## config.mk

```make
export PLATFORM = sky130hd
export DESIGN_NAME = seq_alu_core_flat
export DESIGN_NICKNAME = d
export VERILOG_FILES = /design/src/rtl/seq_alu_core_if.sv /design/src/rtl/seq_alu_core.sv /design/src/flat_wrapper.sv
export SDC_FILE = /design/constraint.sdc
export NUM_CORES = 1
export LEC_CHECK = 0
export CAP_MARGIN = 10
export CORE_MARGIN = 2
export CORE_UTILIZATION = 63
export CTS_CLUSTER_SIZE = 40
export DETAILED_ROUTE_END_ITERATION = 10
export PLACE_DENSITY = 0.85
export SLEW_MARGIN = 5
export SYNTH_ARGS = -nofsm -noshare
export SYNTH_HDL_FRONTEND = slang
export SYNTH_SLANG_ARGS = --single-unit
```

## constraint.sdc

```tcl
create_clock -name clk -period 7.7 [get_ports clk]
set_input_delay 1.54 -clock clk [delete_from_list [all_inputs] [get_ports clk]]
set_output_delay 1.54 -clock clk [all_outputs]
set_load 0.01 [all_outputs]
```

## src/rtl/seq_alu_core_if.sv

```systemverilog
// ============================================================================
// Module   : seq_alu_core_if
// Purpose  : Handshake bundle for seq_alu_core. It carries an operand channel
//            (valid/ready, a, b, op) and a result channel (valid/ready,
//            result and flags).
// Ports    : master - the producer of operations and consumer of results
//            slave  - the ALU core
//   in_valid/in_ready     operand transfer handshake
//   a, b [WIDTH]          unsigned operands
//   op [4]                opcode
//   out_valid/out_ready   result transfer handshake
//   result [2*WIDTH]      result value
//   carry, zero           ADD carry / SUB borrow, result-is-zero
//   div_by_zero           DIV was issued with b == 0
// Revision : 1.0 - initial release
// ============================================================================
`default_nettype none

interface seq_alu_core_if #(
  parameter int WIDTH = 4
) ();
  logic                 in_valid;
  logic                 in_ready;
  logic [WIDTH-1:0]     a;
  logic [WIDTH-1:0]     b;
  logic [3:0]           op;
  logic                 out_valid;
  logic                 out_ready;
  logic [2*WIDTH-1:0]   result;
  logic                 carry;
  logic                 zero;
  logic                 div_by_zero;

  modport master (
    output in_valid, a, b, op, out_ready,
    input  in_ready, out_valid, result, carry, zero, div_by_zero
  );

  modport slave (
    input  in_valid, a, b, op, out_ready,
    output in_ready, out_valid, result, carry, zero, div_by_zero
  );
endinterface

`default_nettype wire

```

## src/rtl/seq_alu_core.sv

```systemverilog
// ============================================================================
// Module   : seq_alu_core
// Purpose  : Handshaked multi-cycle ALU. Single-cycle ops are computed at the
//            accept edge. MUL (shift-add) and DIV (restoring) each take one
//            iteration per clock for WIDTH clocks. The result and flags are
//            registered and held until the consumer takes them.
// Ports    : clk    - system clock, rising edge
//            rst_n  - synchronous reset, active-low
//            bus    - seq_alu_core_if.slave (operand and result channels)
// Revision : 1.0 - initial release
// ============================================================================
`default_nettype none

module seq_alu_core #(
  parameter int WIDTH = 4
) (
  input  logic          clk,
  input  logic          rst_n,
  seq_alu_core_if.slave bus
);

  localparam logic [3:0] c_OP_ADD  = 4'h0;
  localparam logic [3:0] c_OP_SUB  = 4'h1;
  localparam logic [3:0] c_OP_MUL  = 4'h2;
  localparam logic [3:0] c_OP_DIV  = 4'h3;
  localparam logic [3:0] c_OP_SHL  = 4'h4;
  localparam logic [3:0] c_OP_SHR  = 4'h5;
  localparam logic [3:0] c_OP_ROL  = 4'h6;
  localparam logic [3:0] c_OP_ROR  = 4'h7;
  localparam logic [3:0] c_OP_AND  = 4'h8;
  localparam logic [3:0] c_OP_OR   = 4'h9;
  localparam logic [3:0] c_OP_XOR  = 4'hA;
  localparam logic [3:0] c_OP_NOR  = 4'hB;
  localparam logic [3:0] c_OP_NAND = 4'hC;
  localparam logic [3:0] c_OP_XNOR = 4'hD;
  localparam logic [3:0] c_OP_GT   = 4'hE;
  localparam logic [3:0] c_OP_EQ   = 4'hF;

  localparam int              c_CW   = $clog2(WIDTH);
  localparam logic [c_CW-1:0] c_LAST = c_CW'(WIDTH - 1);

  typedef enum logic [1:0] {
    S_IDLE = 2'd0,
    S_BUSY = 2'd1,
    S_DONE = 2'd2
  } state_t;

  state_t               r_state;
  state_t               w_state_nxt;

  logic                 w_in_ready;
  logic                 w_accept;
  logic                 w_op_iter;
  logic                 w_div0;

  logic [WIDTH:0]       w_sum;
  logic [2*WIDTH-1:0]   w_sc_result;
  logic                 w_sc_carry;

  // Iterative datapath
  logic [c_CW-1:0]      r_cnt;
  logic                 r_is_div;
  logic [2*WIDTH-1:0]   r_acc;
  logic [2*WIDTH-1:0]   r_mcand;
  logic [WIDTH-1:0]     r_mplier;
  logic [WIDTH-1:0]     r_rem;
  logic [WIDTH-1:0]     r_quot;
  logic [WIDTH-1:0]     r_divisor;

  logic [2*WIDTH-1:0]   w_acc_nxt;
  logic [WIDTH:0]       w_rem_sh;
  logic [WIDTH:0]       w_trial;
  logic                 w_ge;
  logic [WIDTH-1:0]     w_rem_nxt;
  logic [WIDTH-1:0]     w_quot_nxt;
  logic [2*WIDTH-1:0]   w_iter_result;

  // Output registers
  logic [2*WIDTH-1:0]   r_result;
  logic                 r_carry;
  logic                 r_zero;
  logic                 r_dbz;

  // in_ready is gated by rst_n so that it reads 0 for the whole reset window,
  // not only until the first reset edge has forced the state to IDLE.
  assign w_in_ready = rst_n && (r_state == S_IDLE);
  assign w_accept   = bus.in_valid && w_in_ready;
  assign w_op_iter  = (bus.op == c_OP_MUL) || (bus.op == c_OP_DIV);
  assign w_div0     = (bus.op == c_OP_DIV) && (bus.b == '0);

  assign bus.in_ready    = w_in_ready;
  assign bus.out_valid   = (r_state == S_DONE);
  assign bus.result      = r_result;
  assign bus.carry       = r_carry;
  assign bus.zero        = r_zero;
  assign bus.div_by_zero = r_dbz;

  // ---------------------------------------------------------------- FSM
  always_ff @(posedge clk) begin
    if (!rst_n) begin
      r_state <= S_IDLE;
    end else begin
      r_state <= w_state_nxt;
    end
  end

  always_comb begin
    w_state_nxt = r_state;
    case (r_state)
      S_IDLE: begin
        if (w_accept) begin
          // Divide-by-zero has a fixed answer, so it bypasses the iterations.
          w_state_nxt = (w_op_iter && !w_div0) ? S_BUSY : S_DONE;
        end
      end
      S_BUSY: begin
        if (r_cnt == c_LAST) begin
          w_state_nxt = S_DONE;
        end
      end
      S_DONE: begin
        if (bus.out_ready) begin
          w_state_nxt = S_IDLE;
        end
      end
      default: w_state_nxt = S_IDLE;
    endcase
  end

  // ------------------------------------------------- single-cycle ops
  assign w_sum = {1'b0, bus.a} + {1'b0, bus.b};

  always_comb begin
    w_sc_result = '0;
    w_sc_carry  = 1'b0;
    case (bus.op)
      c_OP_ADD: begin
        w_sc_result = {{WIDTH{1'b0}}, w_sum[WIDTH-1:0]};
        w_sc_carry  = w_sum[WIDTH];
      end
      c_OP_SUB: begin
        w_sc_result = {{WIDTH{1'b0}}, bus.a - bus.b};
        w_sc_carry  = (bus.a < bus.b);
      end
      c_OP_SHL:  w_sc_result = {{WIDTH{1'b0}}, bus.a[WIDTH-2:0], 1'b0};
      c_OP_SHR:  w_sc_result = {{WIDTH{1'b0}}, 1'b0, bus.a[WIDTH-1:1]};
      c_OP_ROL:  w_sc_result = {{WIDTH{1'b0}}, bus.a[WIDTH-2:0], bus.a[WIDTH-1]};
      c_OP_ROR:  w_sc_result = {{WIDTH{1'b0}}, bus.a[0], bus.a[WIDTH-1:1]};
      c_OP_AND:  w_sc_result = {{WIDTH{1'b0}}, bus.a & bus.b};
      c_OP_OR:   w_sc_result = {{WIDTH{1'b0}}, bus.a | bus.b};
      c_OP_XOR:  w_sc_result = {{WIDTH{1'b0}}, bus.a ^ bus.b};
      c_OP_NOR:  w_sc_result = {{WIDTH{1'b0}}, ~(bus.a | bus.b)};
      c_OP_NAND: w_sc_result = {{WIDTH{1'b0}}, ~(bus.a & bus.b)};
      c_OP_XNOR: w_sc_result = {{WIDTH{1'b0}}, ~(bus.a ^ bus.b)};
      c_OP_GT:   w_sc_result = {{(2*WIDTH-1){1'b0}}, (bus.a > bus.b)};
      c_OP_EQ:   w_sc_result = {{(2*WIDTH-1){1'b0}}, (bus.a == bus.b)};
      default:   w_sc_result = '0;  // MUL/DIV go through the iterative path
    endcase
  end

  // ------------------------------------------------ iterative MUL / DIV
  // Shift-add multiply: add the shifted multiplicand whenever the current
  // multiplier LSB is set.
  assign w_acc_nxt = r_mplier[0] ? (r_acc + r_mcand) : r_acc;

  // Restoring divide: shift the next dividend bit into the partial
  // remainder and keep the trial subtraction only if it did not borrow.
  // The partial remainder stays below the divisor, so the shifted value is
  // below twice the divisor and bit WIDTH of the trial is a clean borrow.
  assign w_rem_sh      = {r_rem, r_quot[WIDTH-1]};
  assign w_trial       = w_rem_sh - {1'b0, r_divisor};
  assign w_ge          = ~w_trial[WIDTH];
  assign w_rem_nxt     = w_ge ? w_trial[WIDTH-1:0] : w_rem_sh[WIDTH-1:0];
  assign w_quot_nxt    = {r_quot[WIDTH-2:0], w_ge};
  assign w_iter_result = r_is_div ? {w_rem_nxt, w_quot_nxt} : w_acc_nxt;

  always_ff @(posedge clk) begin
    if (!rst_n) begin
      r_cnt     <= '0;
      r_is_div  <= 1'b0;
      r_acc     <= '0;
      r_mcand   <= '0;
      r_mplier  <= '0;
      r_rem     <= '0;
      r_quot    <= '0;
      r_divisor <= '0;
      r_result  <= '0;
      r_carry   <= 1'b0;
      r_zero    <= 1'b0;
      r_dbz     <= 1'b0;
    end else if (w_accept) begin
      // All operands are captured here; BUSY never looks at the bus again.
      r_cnt     <= '0;
      r_is_div  <= (bus.op == c_OP_DIV);
      r_acc     <= '0;
      r_mcand   <= {{WIDTH{1'b0}}, bus.a};
      r_mplier  <= bus.b;
      r_rem     <= '0;
      r_quot    <= bus.a;
      r_divisor <= bus.b;
      r_dbz     <= w_div0;
      if (w_div0) begin
        r_result <= {bus.a, {WIDTH{1'b1}}};
        r_carry  <= 1'b0;
        r_zero   <= 1'b0;  // the all-ones low half is never zero
      end else if (!w_op_iter) begin
        r_result <= w_sc_result;
        r_carry  <= w_sc_carry;
        r_zero   <= (w_sc_result == '0);
      end
    end else if (r_state == S_BUSY) begin
      r_cnt    <= r_cnt + c_CW'(1);
      r_acc    <= w_acc_nxt;
      r_mcand  <= r_mcand << 1;
      r_mplier <= r_mplier >> 1;
      r_rem    <= w_rem_nxt;
      r_quot   <= w_quot_nxt;
      if (r_cnt == c_LAST) begin
        r_result <= w_iter_result;
        r_carry  <= 1'b0;
        r_zero   <= (w_iter_result == '0);
      end
    end
  end

endmodule

`default_nettype wire
```

## src/flat_wrapper.sv

```systemverilog
// flat-port wrapper written by rule: the top's interface ports become plain ports
module seq_alu_core_flat 
#(
  parameter int WIDTH = 4
)
  (clk, rst_n, bus_in_valid, bus_a, bus_b, bus_op, bus_out_ready, bus_in_ready, bus_out_valid, bus_result, bus_carry, bus_zero, bus_div_by_zero);
  seq_alu_core_if #(.WIDTH(WIDTH)) bus_i ();
  input  logic clk;
  input  logic rst_n;
  input wire logic [$bits(bus_i.in_valid)-1:0] bus_in_valid;
  input wire logic [$bits(bus_i.a)-1:0] bus_a;
  input wire logic [$bits(bus_i.b)-1:0] bus_b;
  input wire logic [$bits(bus_i.op)-1:0] bus_op;
  input wire logic [$bits(bus_i.out_ready)-1:0] bus_out_ready;
  output wire logic [$bits(bus_i.in_ready)-1:0] bus_in_ready;
  output wire logic [$bits(bus_i.out_valid)-1:0] bus_out_valid;
  output wire logic [$bits(bus_i.result)-1:0] bus_result;
  output wire logic [$bits(bus_i.carry)-1:0] bus_carry;
  output wire logic [$bits(bus_i.zero)-1:0] bus_zero;
  output wire logic [$bits(bus_i.div_by_zero)-1:0] bus_div_by_zero;
  assign bus_i.in_valid = bus_in_valid;
  assign bus_i.a = bus_a;
  assign bus_i.b = bus_b;
  assign bus_i.op = bus_op;
  assign bus_i.out_ready = bus_out_ready;
  assign bus_in_ready = bus_i.in_ready;
  assign bus_out_valid = bus_i.out_valid;
  assign bus_result = bus_i.result;
  assign bus_carry = bus_i.carry;
  assign bus_zero = bus_i.zero;
  assign bus_div_by_zero = bus_i.div_by_zero;
  seq_alu_core #(.WIDTH(WIDTH)) u_core (.clk(clk), .rst_n(rst_n), .bus(bus_i));
endmodule
```

==> run summary <==
flow finished, numbers: status complete, no violations, ys async rst share 0%, remaining antenna violation count after routing 0, port bufs 28, Seq group 264 µW, Main synth FF type dfxtp_1, Flop area 960.9 µm², DP Cell Count 507, XOR Share, Synth 3.018%, DRC Markers 0, crit path to bus_in_ready, Hold Crit Depth 1, vias 3303, Critical Path Source Type primary input, Comb gates 335, VDD IR max 123.0 µV, sequential cells 48, Clock buffer cells 7, initial drt markers 323, Logic power comb 131 µW, crit path time final 4582 ps, post-DR vias/cell 6.414, ant diodes 0, Reg-to-Reg End u_core.bus.result[5]$_SDFFE_PN0P_, worst reg-to-reg path cell count 11, Detailed Route WL 8.727 mm, Post-synth regs 48, tap cells 70, number of fill cells 427, Buf/Inv on CP 2, worst stage delay on the critical path 640 ps, Sink Count 48, Clock Power Share 28.5%, CTS tree built, number of enable flip-flop cells 0, Setup Buffers After CTS 0, die area 6068 µm², Post-Syn Area per Cell 7.892 µm², Placed Area 3686 µm², Synth Area in Compound Gates 25.45%, Post-DP HPWL 6.263 mm, Max Buffers Root-to-Sink 2, Cell Chain, Critical Path clkdlybuf4s50_1, nor3b_4, clkdlybuf4s50_1, critical path required time 6160 ps, reg2reg setup slack 4930 ps, Data buffer area share 7.613%, setup ws final 3118 ps, crit path DAT 3040 ps, vias in the first global route 3069, Slowest cell on crit path clkdlybuf4s50_1, Clk. pwr 158 µW, routed length on met2 4.076 mm, Worst Tran Pin Value 959.0 ps, Hold Path Class reg2reg, final instance area 3780 µm², CP Capture Type primary output, root buf cell clkbuf_8, nonclk buf count 29, max frequency 218.3 MHz, ys cells 436, Pwr top registers, Logic area 2256 µm², initial antenna violation count 0
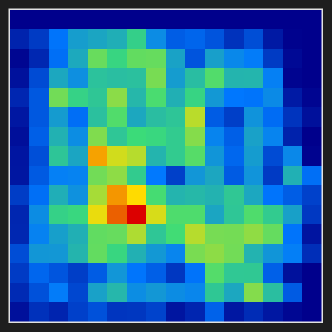
(wiring heat map)
Scale: 4 px per µm. The die is cut into 16 by 16 equal tiles; dark blue is low, red is high, scaled to the fullest tile. Values are wire area over tile area, all layers added.
The mean over all tiles is 0.24. 12% of the tiles are nearly empty. The fullest tile reaches 0.80. The densest ninth of the die: middle. 17% of the tiles are over half the peak.
Total GRT Usage: 29.51%
WL/cell: 16.95 µm

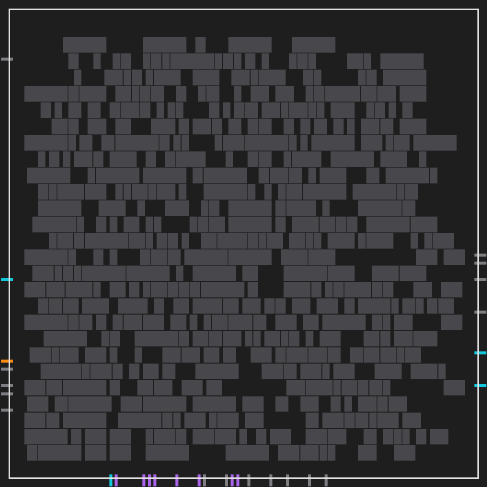
(I/O pins on the die edge)
Scale: 6 px per µm. Pins as bars across the die edge, other pins in gray.
Orange shows bus_in_valid, pins 1, direction input, edge left. Cyan shows bus_a, pins 4, direction input, edge 2 right, 1 left, 1 bottom. Purple shows bus_result, pins 8, direction output, edge bottom.
All pins by edge: 16 bottom, 7 left, 6 right.

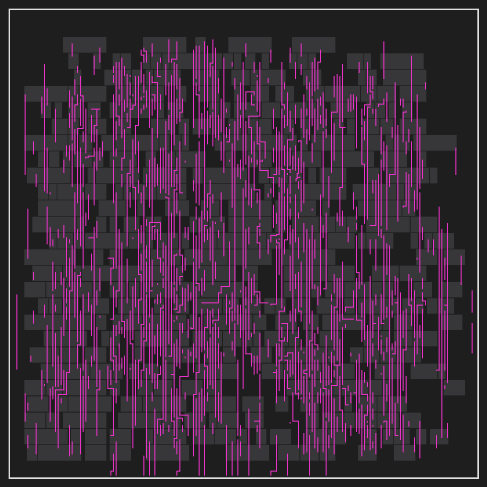
(the metal 2 layer)
Scale: 6 px per µm.
397 nets have wire on it. The wires run mostly vertical.

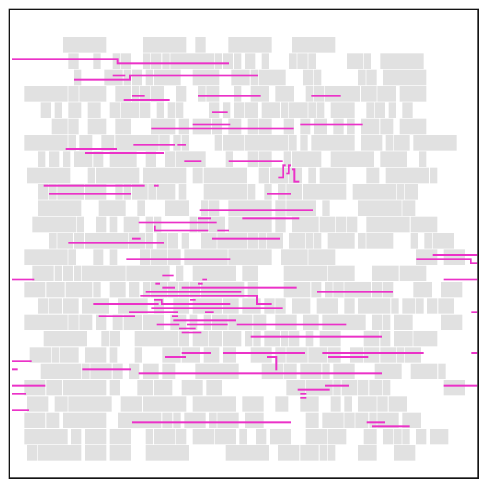
(M3 wires)
Scale: 6 px per µm.
The layer carries 703 µm of wire. 63 nets have wire on it. The wires run mostly horizontal. The longest straight run is 40.2 µm. The layer holds 8.1% of the routed length.

Power and IR drop assume default switching activity.
